**Run 1: signal wires on met1**

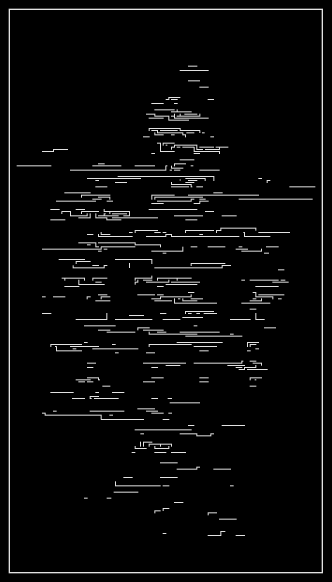
**Run 1: M2 wires**

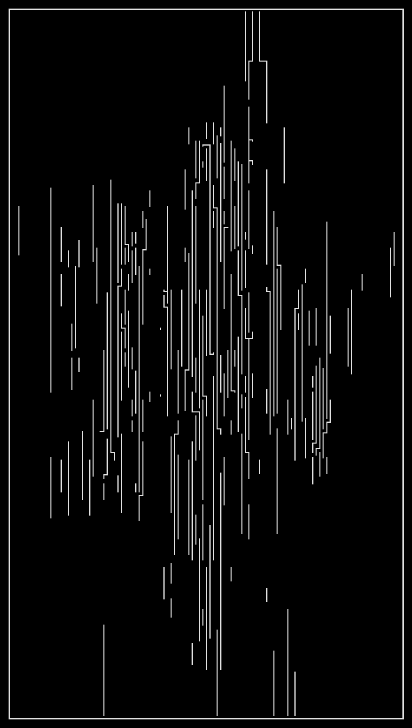
**Run 1: M3 wires**

The bar under the picture is 20 um long.
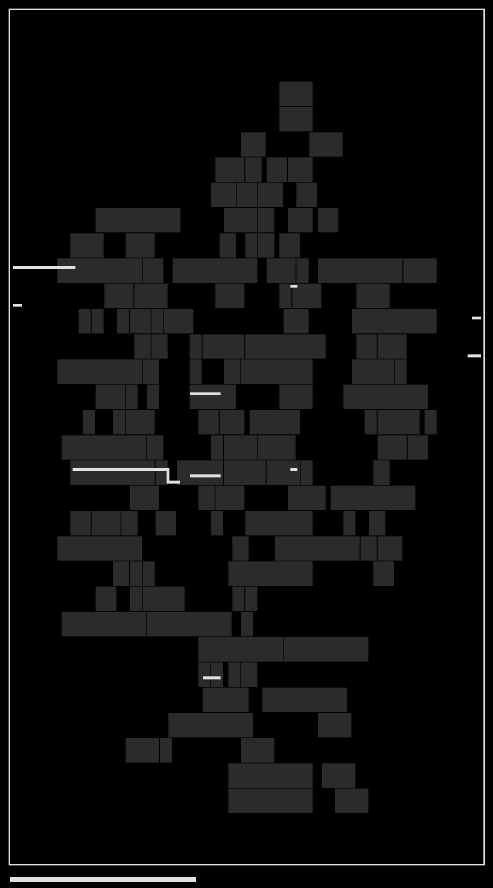
## config.mk

```make
export PLATFORM = sky130hd
export DESIGN_NAME = latch_sr_ctrl_flat
export DESIGN_NICKNAME = d
export VERILOG_FILES = /design/src/rtl/latch_sr_ctrl_pkg.sv /design/src/rtl/latch_sr_ctrl_if.sv /design/src/rtl/latch_sr_ctrl_pulse_timer.sv /design/src/rtl/latch_sr_ctrl.sv /design/src/flat_wrapper.sv
export SDC_FILE = /design/constraint.sdc
export NUM_CORES = 1
export LEC_CHECK = 0
export ABC_CLOCK_PERIOD_IN_PS = 3100
export CAP_MARGIN = 10
export CORE_AREA = 5 5 46 87
export CTS_CLUSTER_DIAMETER = 150
export DETAILED_ROUTE_END_ITERATION = 10
export DIE_AREA = 0 0 51 92
export SYNTH_ARGS = -nofsm -noshare
export SYNTH_HDL_FRONTEND = slang
export SYNTH_SLANG_ARGS = --single-unit
```

## constraint.sdc

```tcl
create_clock -name clk -period 3.1 [get_ports clk]
set_input_delay 0.465 -clock clk [delete_from_list [all_inputs] [get_ports clk]]
set_output_delay 0.465 -clock clk [all_outputs]
set_load 0.05 [all_outputs]
```

## src/rtl/latch_sr_ctrl_pkg.sv

```systemverilog
// Shared types and constants for the latch S/R controller.
// Latency: n/a (declarations only).
// Backpressure: n/a.
package latch_sr_ctrl_pkg;

  // State encodings. ST_GAP is used only when LATCH_SR_CTRL_DEADTIME_EN is defined.
  typedef enum logic [2:0] {
    ST_IDLE  = 3'd0,
    ST_SET_P = 3'd1,
    ST_SET_W = 3'd2,
    ST_RUN   = 3'd3,
    ST_RST_P = 3'd4,
    ST_RST_W = 3'd5,
    ST_FAULT = 3'd6,
    ST_GAP   = 3'd7
  } state_e;

  localparam int PULSE_LEN_DEF   = 2;
  localparam int ACK_TIMEOUT_DEF = 8;
  localparam int PULSE_CNT_W     = 4;
  localparam int ACK_CNT_W       = 8;

  // States in which the reset drive to the latch is held high.
  function automatic logic drives_r(input state_e s);
    return (s == ST_RST_P) || (s == ST_FAULT);
  endfunction

endpackage

```

## src/rtl/latch_sr_ctrl_if.sv

```systemverilog
// Bundles panel/timer requests, latch feedback and controller drives.
// Latency: n/a (wires only).
// Backpressure: none; all signals are levels.
interface latch_sr_ctrl_if;
  logic start;
  logic stop;
  logic door_closed;
  logic timer_done;
  logic Q;
  logic S;
  logic R;
  logic mag_on;
  logic busy;
  logic fault;

  modport master (
    output start, stop, door_closed, timer_done, Q,
    input  S, R, mag_on, busy, fault
  );

  modport slave (
    input  start, stop, door_closed, timer_done, Q,
    output S, R, mag_on, busy, fault
  );
endinterface

```

## src/rtl/latch_sr_ctrl_pulse_timer.sv

```systemverilog
// Loadable saturating down-counter; done_o is high while the count is zero.
// Latency: a load takes effect on the next clock; done_o follows the register.
// Backpressure: none; a load always wins over the decrement.
module latch_sr_ctrl_pulse_timer #(
  parameter int W = 4
) (
  input  logic         clk,
  input  logic         rst,
  input  logic         load_i,
  input  logic [W-1:0] val_i,
  output logic         done_o
);

  logic [W-1:0] cnt_q;
  logic [W-1:0] cnt_d;

  // Next count: reload, otherwise count down and hold at zero.
  always_comb begin
    cnt_d = cnt_q;
    if (load_i) begin
      cnt_d = val_i;
    end else if (cnt_q != '0) begin
      cnt_d = cnt_q - W'(1);
    end
  end

  // Count register.
  always_ff @(posedge clk or posedge rst) begin
    if (rst) begin
      cnt_q <= '0;
    end else begin
      cnt_q <= cnt_d;
    end
  end

  assign done_o = (cnt_q == '0);

endmodule

```

## src/rtl/latch_sr_ctrl.sv

```systemverilog
// Drives latch_SR S/R with clean pulses, confirms via Q; mag_on only in RUN.
// Latency: all outputs registered, one clock after the qualifying input is sampled.
// Backpressure: none; optional S->R deadtime gap under LATCH_SR_CTRL_DEADTIME_EN.
module latch_sr_ctrl
  import latch_sr_ctrl_pkg::*;
#(
  parameter int PULSE_LEN   = PULSE_LEN_DEF,
  parameter int ACK_TIMEOUT = ACK_TIMEOUT_DEF
) (
  input logic            clk,
  input logic            rst,
  latch_sr_ctrl_if.slave bus
);

  localparam logic [PULSE_CNT_W-1:0] PULSE_LOAD = PULSE_CNT_W'(PULSE_LEN - 1);
  localparam logic [ACK_CNT_W-1:0]   ACK_LOAD   = ACK_CNT_W'(ACK_TIMEOUT - 1);

`ifdef LATCH_SR_CTRL_DEADTIME_EN
  // An aborted S pulse passes through an all-low cycle before R rises.
  localparam state_e ABORT_TGT = ST_GAP;
`else
  localparam state_e ABORT_TGT = ST_RST_P;
`endif

  state_e state_q, state_d;
  logic   start_q;
  logic   s_q, s_d;
  logic   r_q, r_d;
  logic   mag_q, mag_d;
  logic   busy_q, busy_d;
  logic   fault_q, fault_d;
  logic   pulse_load, ack_load;
  logic   pulse_done, ack_done;
  logic   start_edge, abort;

  assign start_edge = bus.start && !start_q;
  assign abort      = !bus.door_closed || bus.stop;

  // Next state, timer loads and the output values for the next state.
  always_comb begin
    state_d = state_q;
    case (state_q)
      ST_IDLE:  if (start_edge && bus.door_closed && !bus.stop && !bus.timer_done)
                  state_d = ST_SET_P;
      ST_SET_P: if (abort)          state_d = ABORT_TGT;
                else if (pulse_done) state_d = ST_SET_W;
      ST_SET_W: if (abort)          state_d = ST_RST_P;
                else if (bus.Q)      state_d = ST_RUN;
                else if (ack_done)   state_d = ST_FAULT;
      ST_RUN:   if (abort || bus.timer_done || !bus.Q)
                  state_d = ST_RST_P;
      ST_RST_P: if (pulse_done)     state_d = ST_RST_W;
      ST_RST_W: if (!bus.Q)         state_d = ST_IDLE;
                else if (ack_done)   state_d = ST_FAULT;
      ST_FAULT: if (bus.stop && !bus.Q)
                  state_d = ST_IDLE;
      ST_GAP:   state_d = ST_RST_P;
    endcase

    pulse_load = (state_d != state_q) && ((state_d == ST_SET_P) || (state_d == ST_RST_P));
    ack_load   = (state_d != state_q) && ((state_d == ST_SET_W) || (state_d == ST_RST_W));

    s_d     = (state_d == ST_SET_P);
    r_d     = drives_r(state_d);
    mag_d   = (state_d == ST_RUN);
    busy_d  = (state_d != ST_IDLE) && (state_d != ST_RUN);
    fault_d = (state_d == ST_FAULT);
  end

  // State, start-edge history and registered outputs.
  always_ff @(posedge clk or posedge rst) begin
    if (rst) begin
      state_q <= ST_IDLE;
      start_q <= 1'b0;
      s_q     <= 1'b0;
      r_q     <= 1'b0;
      mag_q   <= 1'b0;
      busy_q  <= 1'b0;
      fault_q <= 1'b0;
    end else begin
      state_q <= state_d;
      start_q <= bus.start;
      s_q     <= s_d;
      r_q     <= r_d;
      mag_q   <= mag_d;
      busy_q  <= busy_d;
      fault_q <= fault_d;
    end
  end

  latch_sr_ctrl_pulse_timer #(.W(PULSE_CNT_W)) u_pulse_timer (
    .clk    (clk),
    .rst    (rst),
    .load_i (pulse_load),
    .val_i  (PULSE_LOAD),
    .done_o (pulse_done)
  );

  latch_sr_ctrl_pulse_timer #(.W(ACK_CNT_W)) u_ack_timer (
    .clk    (clk),
    .rst    (rst),
    .load_i (ack_load),
    .val_i  (ACK_LOAD),
    .done_o (ack_done)
  );

  assign bus.S      = s_q;
  assign bus.R      = r_q;
  assign bus.mag_on = mag_q;
  assign bus.busy   = busy_q;
  assign bus.fault  = fault_q;

endmodule

```

## src/flat_wrapper.sv

```systemverilog
// flat-port wrapper written by rule: the top's interface ports become plain ports
module latch_sr_ctrl_flat import latch_sr_ctrl_pkg::*;
#(
  parameter int PULSE_LEN   = PULSE_LEN_DEF,
  parameter int ACK_TIMEOUT = ACK_TIMEOUT_DEF
)
  (clk, rst, bus_start, bus_stop, bus_door_closed, bus_timer_done, bus_Q, bus_S, bus_R, bus_mag_on, bus_busy, bus_fault);
  latch_sr_ctrl_if bus_i ();
  input logic clk;
  input logic rst;
  input wire logic [$bits(bus_i.start)-1:0] bus_start;
  input wire logic [$bits(bus_i.stop)-1:0] bus_stop;
  input wire logic [$bits(bus_i.door_closed)-1:0] bus_door_closed;
  input wire logic [$bits(bus_i.timer_done)-1:0] bus_timer_done;
  input wire logic [$bits(bus_i.Q)-1:0] bus_Q;
  output wire logic [$bits(bus_i.S)-1:0] bus_S;
  output wire logic [$bits(bus_i.R)-1:0] bus_R;
  output wire logic [$bits(bus_i.mag_on)-1:0] bus_mag_on;
  output wire logic [$bits(bus_i.busy)-1:0] bus_busy;
  output wire logic [$bits(bus_i.fault)-1:0] bus_fault;
  assign bus_i.start = bus_start;
  assign bus_i.stop = bus_stop;
  assign bus_i.door_closed = bus_door_closed;
  assign bus_i.timer_done = bus_timer_done;
  assign bus_i.Q = bus_Q;
  assign bus_S = bus_i.S;
  assign bus_R = bus_i.R;
  assign bus_mag_on = bus_i.mag_on;
  assign bus_busy = bus_i.busy;
  assign bus_fault = bus_i.fault;
  latch_sr_ctrl #(.PULSE_LEN(PULSE_LEN), .ACK_TIMEOUT(ACK_TIMEOUT)) u_core (.clk(clk), .rst(rst), .bus(bus_i));
endmodule
```

==> flow_metrics.py, run 1 <==
# Generated from Yosys and OpenROAD reports
metrics = {
    "pwr": {
        "swShare": 0.439,
        "clockPowerShare": 0.125,
        "ir_worst_vdd_mv": 0.528,
    },
    "placed_design": {
        "dp_hpwl_mm": 1.96,
    },
    "final_timing": {
        "hold_viol": 0,
        "fin_ws_ns": 0.530,
        "drv_slew": 0,
    },
    "cells_and_area": {
        "drive_gt1_frac": 0.104,
        "nets": 145,
        "fin_cells": 166,
    },
    "outcome": {
        "outcome": "finished, final reports clean",
    },
    "worst_setup_path": {
        "cp-startpoint": "u_core.u_pulse_timer.cnt_q[0]$_DFFE_PP0P_",
        "reg2reg_slack_ns": 0.53,
        "arrival_ns": 2.72,
        "r2r_end": "u_core.u_ack_timer.cnt_q[2]$_DFFE_PP0P_",
    },
    "synthesis": {
        "yosysCellCount": 124,
        "synth_seq_share": 0.426,
        "syn-num-nets": 133,
        "ys_types": 43,
        "adder_share": 0.0203,
        "syn_area_per_cell_um2": 9.95,
        "most_common_cell": "dfrtp_1",
        "simple_gate_area_frac": 0.272,
    },
    "grt": {
        "gr-total-overflow": 0,
        "grt_pass1_vias": 951,
        "grt_max_degree": 22,
        "busiest_layer": "met2",
    },
    "floorplan": {
        "std_cell_rows": 29,
        "fp-utilization": 0.382,
        "die_w_um": 51,
    },
    "clock_tree": {
        "cts_hold_buf": 0,
        "cts_tree": "yes",
        "clk_pin_slew_ns": 0.08,
        "post-cts-setup-buffers": 0,
    },
    "flow_run": {
        "warning_count": 26,
    },
}
## Picture notes: 'signal wires on met1'
- nets with wire on the layer: 131
- longest straight run: 15.6 um
- wire length on this layer: 883 um
DR vias: 917
grt met1 use: 0.107

## Picture notes: 'M2 wires'
- wire length on this layer: 1,490 um
- nets with wire on the layer: 124
- longest straight run: 35.4 um
- share of all routed wire: 60%
- main direction: vertical
GR Util met2: 0.232
DRT Wirelength: 2.47 mm

## Picture notes: 'M3 wires'
- main direction: horizontal
- share of all routed wire: 1.2%
- wire length on this layer: 29.6 um
met3 Usage GRT: 0.0146

[run 1: sequential cells by signal, indices dropped and copies added, names as in the netlist]
signal / count
u_core.state_q: 3
u_core.bus.S: 1
u_core.bus.busy: 1
u_core.start_q: 1
u_core.bus.fault: 1
u_core.u_pulse_timer.cnt_q: 4
u_core.bus.mag_on: 1
u_core.bus.R: 1
u_core.u_ack_timer.cnt_q: 8
[run 1: final cells by class]
| class | instances | area [um2] | area share |
|---|---|---|---|
| multi-input combinational | 91 | 653 | 0.466 |
| tap | 31 | 38.8 | 0.0277 |
| inverter | 8 | 30.0 | 0.0214 |
| clock buffer | 4 | 45.0 | 0.0321 |
| timing repair buffer | 11 | 110 | 0.0785 |
| sequential | 21 | 526 | 0.375 |
[run 1: metal layers]
metal / part of all wire / wire length [um]
met4: 0.029 / 72
met3: 0.012 / 29
met5: 0 / 0
met1: 0.36 / 883
met2: 0.60 / 1490
[run 1: layout by cell type, fill, tap and decap left out, drive strengths merged, types with 4 or more instances in the layout]
cell and n:
clkdlybuf4s50 11, dfrtp 21, clkbuf 4, nor2 12
inv 8, nor3 6, xnor2 4, nand2b 10
a21oi 5, nand3 5, nand2 10
[run 1: through the flow]
step	power (mW)	utilization
after CTS	1.47	0.434
after floorplan	1.12	-
final	1.45	0.434
after global placement	1.26	0.420
after global routing	1.57	0.434
after detailed placement	1.28	0.420
[run 1: worst max-delay path, delay by kind of cell (launching register included)]
family	cells	cell delay (ns)
compound gates	3	0.90
fa+ha+maj	1	0.20
buf+inv	1	0.06
flops	1	0.41
simple gates	3	0.88
--- run 2 (diff from run 1) ---
ABC_CLOCK_PERIOD_IN_PS = 2700   (was 3100)
clock period = 2.7 ns   (was 3.1 ns; I/O delays follow)
**Run 2: M3 wires**

The bar under the picture is 20 um long.
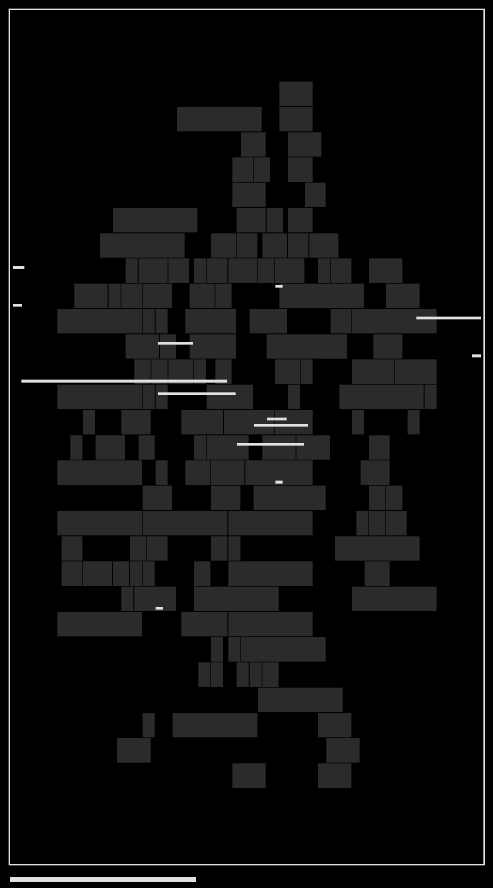
- share of all routed wire: 2.3%
- wire length on this layer: 57.3 um
- longest straight run: 21.8 um
- nets with wire on the layer: 9
met3 Usage GRT: 0.0195
DR vias: 905
DRT Wirelength: 2.53 mm

**Run 2: M2 wires**

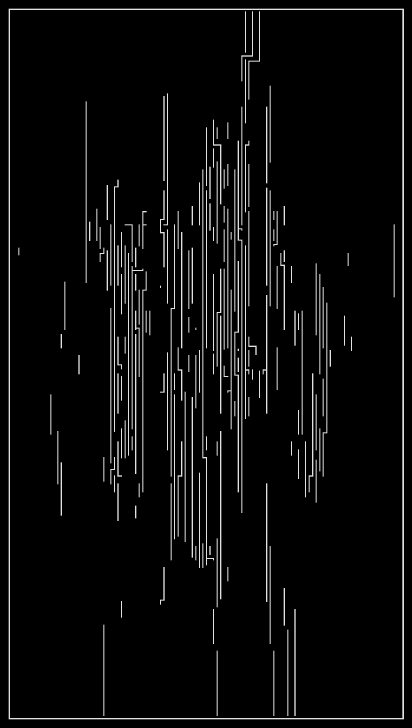
- longest straight run: 37.4 um
- nets with wire on the layer: 121
GR Util met2: 0.222

==> flow_metrics.py, run 2 <==
# Generated from Yosys and OpenROAD reports
metrics = {
    "cells_and_area": {
        "final_cell_mix": "21 x dfrtp_1, 12 x nor2_1, 11 x clkdlybuf4s50_1, 10 x nand2_1, 9 x nand2b_1",
        "reg_top3": "u_core.u_ack_timer.cnt_q: 8 flops, u_core.u_pulse_timer.cnt_q: 4 flops, u_core.state_q: 3 flops",
        "fin_cells": 167,
        "lay_top_count": "dfrtp_1",
    },
    "final_timing": {
        "fin_ws_ns": 0.166,
        "hold_viol": 0,
        "drv_slew": 0,
    },
    "grt": {
        "grt_pass1_vias": 1012,
        "gr-total-overflow": 0,
    },
    "synthesis": {
        "synth_seq_share": 0.426,
        "syn-num-nets": 133,
        "syn_area_per_cell_um2": 9.95,
        "yosysCellCount": 124,
        "most_common_cell": "dfrtp_1",
    },
    "clock_tree": {
        "cts_tree": "yes",
        "cts_hold_buf": 0,
    },
    "pwr": {
        "p_total_mw": 1.68,
        "swShare": 0.442,
        "ir_worst_vdd_mv": 0.537,
    },
    "outcome": {
        "outcome": "finished, final reports clean",
    },
    "floorplan": {
        "std_cell_rows": 29,
        "die_w_um": 51,
    },
    "worst_setup_path": {
        "path_buffers": 1,
        "crit_family": "simple AND/OR/NAND/NOR gates",
    },
    "placed_design": {
        "dp_hpwl_mm": 1.92,
    },
}
## run 2: cell counts after synthesis
Identical to the previous run, type by type.
## run 2: power by group through the flow
| stage | logic (mW) | clock network [mW] | registers (mW) |
|---|---|---|---|
| floorplan | 0.690 | 0 | 0.598 |
| global placement | 0.868 | 0 | 0.582 |
| detailed placement | 0.877 | 0 | 0.588 |
| CTS | 0.883 | 0.220 | 0.581 |
| global route | 0.979 | 0.233 | 0.606 |
| finish | 0.874 | 0.218 | 0.586 |
## run 2: layout make-up
type,instances,area [um2]
timing repair buffer,12,118
clock inverter,1,7.51
multi-input combinational,91,659
fill,295,1810
sequential,21,526
inverter,8,30.0
clock buffer,3,41.3
tap,31,38.8
## run 2: what timing repair did
action,in CTS,in global routing
setup buffers,0,0
setup endpoints to repair,0,8
gates resized,0,1
## run 2: tightest hold or removal path: stages, from the launching register on
cell	delay (ns)
dfrtp_1	0.39
xnor2_1	0.08
nand2b_1	0.06
## run 2: worst max-delay path by stage
| stage | end | slack, ns | cells past startpoint |
|---|---|---|---|
| after floorplan | u_core.u_ack_timer.cnt_q[2]$_DFFE_PP0P_ | 0.41 | 9 |
| after global placement | u_core.u_ack_timer.cnt_q[5]$_DFFE_PP0P_ | 0.18 | 7 |
| after detailed placement | u_core.u_ack_timer.cnt_q[7]$_DFFE_PP0P_ | 0.14 | 7 |
| after CTS | u_core.u_ack_timer.cnt_q[1]$_DFFE_PP0P_ | 0.14 | 8 |
| after global routing | u_core.u_ack_timer.cnt_q[3]$_DFFE_PP0P_ | 0.008 | 8 |
| final | u_core.u_ack_timer.cnt_q[2]$_DFFE_PP0P_ | 0.17 | 8 |
## run 2: metal layers
layer  wire length (um)  part of all wire
met5                  0                 0
met4                 61             0.024
met3                 57             0.023
met2               1410              0.56
met1                992              0.39
Power and IR drop assume default switching activity.
